Figure 1. Sequential cells coloured by netlist name.
Other sequential cells in the stronger grey, the rest of the logic in the fainter grey.
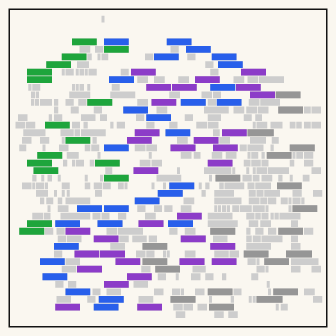
Figure 2. The metal 1 layer.
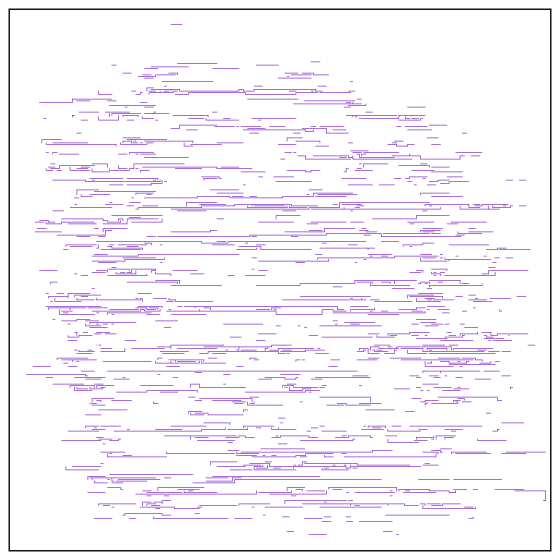
## src/rtl/demux_deser_pkg.sv

```systemverilog
// rtl/demux_deser_pkg.sv - shared lane types and frame sizing for the demux lane deserializer
// DEMUX_DESER_PARITY_EN adds one trailing even-parity bit to every frame.
package demux_deser_pkg;

  localparam int LANES = 4;

  typedef logic [1:0] lane_idx_t;

`ifdef DEMUX_DESER_PARITY_EN
  localparam bit PARITY_EN = 1'b1;
`else
  localparam bit PARITY_EN = 1'b0;
`endif

  function automatic int frame_bits(input int data_w);
    return PARITY_EN ? data_w + 1 : data_w;
  endfunction

  localparam int FRAME_BITS = frame_bits(8);

endpackage

```

## src/rtl/demux_deser_lane.sv

```systemverilog
// rtl/demux_deser_lane.sv - one lane: shift register, bit counter, single-frame hold, overflow, parity
// DEMUX_DESER_PARITY_EN selects parity checking of the received frame.
module demux_deser_lane
  import demux_deser_pkg::*;
#(
  parameter int DATA_W = 8
) (
  input  logic              clk,
  input  logic              rst_n,
  input  logic              clr,
  input  logic              shift_en,
  input  logic              bit_in,
  input  logic              drain,
  input  logic              ovf_clr,
  output logic              hold_full,
  output logic [DATA_W-1:0] hold_data,
  output logic              hold_perr,
  output logic              ovf
);

  localparam int FB = frame_bits(DATA_W);
  localparam int CW = $clog2(FB + 1);

  logic [FB-1:0]     sr;
  logic [CW-1:0]     cnt;
  logic [FB-1:0]     frame;
  logic [DATA_W-1:0] frame_data;
  logic              frame_perr;
  logic              complete;
  logic              overflow;

  assign frame    = {sr[FB-2:0], bit_in};
  assign complete = shift_en && !clr && (cnt == CW'(FB - 1));
  assign overflow = complete && hold_full && !drain;

`ifdef DEMUX_DESER_PARITY_EN
  assign frame_data = frame[FB-1:1];
  assign frame_perr = ^frame;
`else
  assign frame_data = frame;
  assign frame_perr = 1'b0;
`endif

  always_ff @(posedge clk or negedge rst_n) begin
    if (!rst_n) begin
      sr        <= '0;
      cnt       <= '0;
      hold_full <= 1'b0;
      hold_data <= '0;
      hold_perr <= 1'b0;
      ovf       <= 1'b0;
    end else begin
      if (clr) begin
        sr  <= '0;
        cnt <= '0;
      end else if (shift_en) begin
        if (complete) begin
          sr  <= '0;
          cnt <= '0;
        end else begin
          sr  <= frame;
          cnt <= cnt + CW'(1);
        end
      end

      // A drain on the same edge frees the slot for the incoming frame.
      if (complete && (!hold_full || drain)) begin
        hold_full <= 1'b1;
        hold_data <= frame_data;
        hold_perr <= frame_perr;
      end else if (drain) begin
        hold_full <= 1'b0;
      end

      if (ovf_clr) begin
        ovf <= 1'b0;
      end else if (overflow) begin
        ovf <= 1'b1;
      end
    end
  end

endmodule

```

## src/rtl/demux_lane_deserializer.sv

```systemverilog
// rtl/demux_lane_deserializer.sv - steers demux lane bits into four deserializers and merges frames round-robin
// DEMUX_DESER_PARITY_EN enables per-frame parity; otherwise out_perr stays 0.
module demux_lane_deserializer
  import demux_deser_pkg::*;
#(
  parameter int DATA_W = 8
) (
  input  logic              clk,
  input  logic              rst_n,
  input  logic              bit_vld,
  input  logic [1:0]        sel,
  input  logic              y0,
  input  logic              y1,
  input  logic              y2,
  input  logic              y3,
  input  logic              clr,
  output logic [DATA_W-1:0] out_data,
  output logic [1:0]        out_lane,
  output logic              out_perr,
  output logic              out_vld,
  input  logic              out_rdy,
  output logic [3:0]        ovf,
  input  logic              ovf_clr
);

  logic [LANES-1:0]  y_vec;
  logic              bit_s;
  logic [LANES-1:0]  hold_full;
  logic [LANES-1:0]  hold_perr;
  logic [DATA_W-1:0] hold_data [LANES];
  logic [LANES-1:0]  drain;
  lane_idx_t         last;
  lane_idx_t         grant;
  lane_idx_t         cand;
  logic              found;
  logic              load_out;

  assign y_vec = {y3, y2, y1, y0};
  assign bit_s = y_vec[sel];

  for (genvar i = 0; i < LANES; i++) begin : g_lane
    demux_deser_lane #(
      .DATA_W(DATA_W)
    ) u_lane (
      .clk       (clk),
      .rst_n     (rst_n),
      .clr       (clr),
      .shift_en  (bit_vld && (sel == lane_idx_t'(i))),
      .bit_in    (bit_s),
      .drain     (drain[i]),
      .ovf_clr   (ovf_clr),
      .hold_full (hold_full[i]),
      .hold_data (hold_data[i]),
      .hold_perr (hold_perr[i]),
      .ovf       (ovf[i])
    );
  end

  // Search starts one past the last grant; k=LANES wraps back to last itself.
  always_comb begin
    grant = last;
    found = 1'b0;
    cand  = last;
    for (int k = 1; k <= LANES; k++) begin
      cand = last + lane_idx_t'(k);
      if (!found && hold_full[cand]) begin
        found = 1'b1;
        grant = cand;
      end
    end
  end

  assign load_out = !out_vld || out_rdy;
  assign drain    = (load_out && found) ? (LANES'(1) << grant) : '0;

  always_ff @(posedge clk or negedge rst_n) begin
    if (!rst_n) begin
      out_data <= '0;
      out_lane <= '0;
      out_perr <= 1'b0;
      out_vld  <= 1'b0;
      last     <= lane_idx_t'(LANES - 1);
    end else if (load_out) begin
      out_vld <= found;
      if (found) begin
        out_data <= hold_data[grant];
        out_lane <= grant;
        out_perr <= hold_perr[grant];
        last     <= grant;
      end
    end
  end

endmodule

```

## config.mk

```make
export PLATFORM = sky130hd
export DESIGN_NAME = demux_lane_deserializer
export DESIGN_NICKNAME = d
export VERILOG_FILES = /design/src/rtl/demux_deser_pkg.sv /design/src/rtl/demux_deser_lane.sv /design/src/rtl/demux_lane_deserializer.sv
export SDC_FILE = /design/constraint.sdc
export NUM_CORES = 1
export LEC_CHECK = 0
export CAP_MARGIN = 20
export CORE_UTILIZATION = 35
export CTS_CLUSTER_DIAMETER = 50
export DETAILED_ROUTE_END_ITERATION = 7
export GPL_TIMING_DRIVEN = 0
export PLACE_DENSITY = 0.5
export SLEW_MARGIN = 25
export SYNTH_ARGS = -nofsm -noshare
export SYNTH_HDL_FRONTEND = slang
export SYNTH_SLANG_ARGS = --single-unit
```

## constraint.sdc

```tcl
create_clock -name clk -period 1.9 [get_ports clk]
set_input_delay 0.19 -clock clk [delete_from_list [all_inputs] [get_ports clk]]
set_output_delay 0.19 -clock clk [all_outputs]
set_load 0.05 [all_outputs]
```

==> notes.org <==
#+TITLE: Implementation results

** Timing
- The worst pin sits at a relative slew slack of 0.467.
- In the final run the clock tree shows a worst skew of 0.00823 ns.
- In this build the clock could be raised as far as 473 MHz.
- Worst setup margin :: -0.216 ns
- For reference, the final report shows the hold violation count at 0.
- Looking at the max-slew report, the worst-margin pin has a slew of 0.797 ns.
- Setup violations remaining at the end of the flow were counted as 40.

** Clocking
- Counting along the longest clock path gives a buffer depth of 2.
- Clock transition at the register clock pins on the worst setup and hold paths after CTS :: 0.07 ns
- Buffers added to address setup during post-CTS repair amount to 14.
- The tree is rooted in a sky130_fd_sc_hd__clkbuf_16.
- The clock drives 97 sinks.
- TritonCTS built the clock tree.
- Buffers inserted during clock tree synthesis total 9.

** Status
- The checks that failed: setup timing.
- Outcome :: finished with violations

** Setup path
- The signal on the critical path passes through buf_4 > nor2b_2 > o31a_1 > buf_6 > a41oi_4 > buf_12 > mux2_2.
- Data arrives at the worst endpoint at 2.35 ns.
- Logic depth of the worst setup path including buffers :: 7
- Delay contributed by the slowest stage of the critical path :: 0.59 ns
- The most critical setup path has its endpoint at g_lane[3].u_lane.hold_data[1].
- Worst endpoint required time :: 2.13 ns
- End of the worst register-to-register path :: g_lane[3].u_lane.hold_data[1]
- R2r worst-path depth :: 7
- The timing report gives the worst reg2reg path a setup slack of -0.22 ns.
- The critical path starts at last[1].

** Final layout
- The largest register by flop count is g_lane.u_lane.hold_data.
- Most common library cell in the layout ignoring fill and taps :: sky130_fd_sc_hd__dfrtp_1
- Measured on the final layout, buffering overhead outside the clock network stands at 0.103.
- At the end of the flow, the number of nets in the layout was 417.
- Clk cell area share :: 0.0597
- Leaving out fill and tap cells, the most frequent cells in the layout are sky130_fd_sc_hd__dfrtp_1 (94), sky130_fd_sc_hd__nand2_1 (34), sky130_fd_sc_hd__a22o_1 (32).
- After layout, the buffer instance count without clock buffers stands at 61.
- Measured on the finished design, the core utilization comes to 0.457.

** Power
- The clock network power reported by the tool is 1.99 mW.
- The power report attributes to the combinational group a share of 0.165.
- Clock network fraction of total power :: 0.398

** Route
- Across all layers, the routed design uses 2898 vias.
- Residual DRC :: 0
- Overall routed net length :: 9170 um
- For this sky-water flow run, the detailed-routed wirelength per cell is reported as 16.0 um.

** Synth
- Per the synthesis report, the AND-OR/OR-AND share of the synthesized area is 0.144.
- The warning tally printed by Yosys for this design is 0.
- Async set-or-reset flop fraction in the synthesized netlist :: 1.00
- Leading cell types by total area after synthesis :: sky130_fd_sc_hd__dfrtp_1 (55%), sky130_fd_sc_hd__mux2_2 (10%), sky130_fd_sc_hd__a22o_1 (6.5%)
- The synthesis stat section lists a flop and latch total of 97.
- Per the post-synthesis report, the number of cells in the design is 347.
- XOR/XNOR Area Share :: 0.0141
- After synthesis, the chip area reported by Yosys is 4340 sq um.

** Placement
- After detailed placement, the design holds a cell count of 540.
- Number of port buffers :: 24
- Final GP Congestion :: 0.782

** Global routing
- Leftover overflow at the end of global routing :: 0
- The via count of the first global-routing pass is 3033.
- For met2 alone, demand over resource in global routing was 0.250.

** Hold path
- The launch point of the worst min-delay path is recorded as sel[0].
- In this run the worst hold path is classified as primary input to flop.

** Floorplanning
- The floorplan has 40 rows.
- Initial Util :: 0.360
- Count of boundary I/O pins :: 28
- The core region is 12100 sq um.

** Run
- Max_cap viols :: 0
## Picture notes: Figure 1
legend:
  blue:
    name_in_the_netlist: `g_lane.u_lane.sr`
    flops: 28
  green:
    name_in_the_netlist: `g_lane.u_lane.cnt`
    flops: 16
  purple:
    name_in_the_netlist: `g_lane.u_lane.hold_data`
    flops: 32
not coloured: 21

## Picture notes: Figure 2
share of all routed wire: 49%
longest straight run: 52.4 um

Power figures rest on the tool's default switching activity, not on a simulated workload.
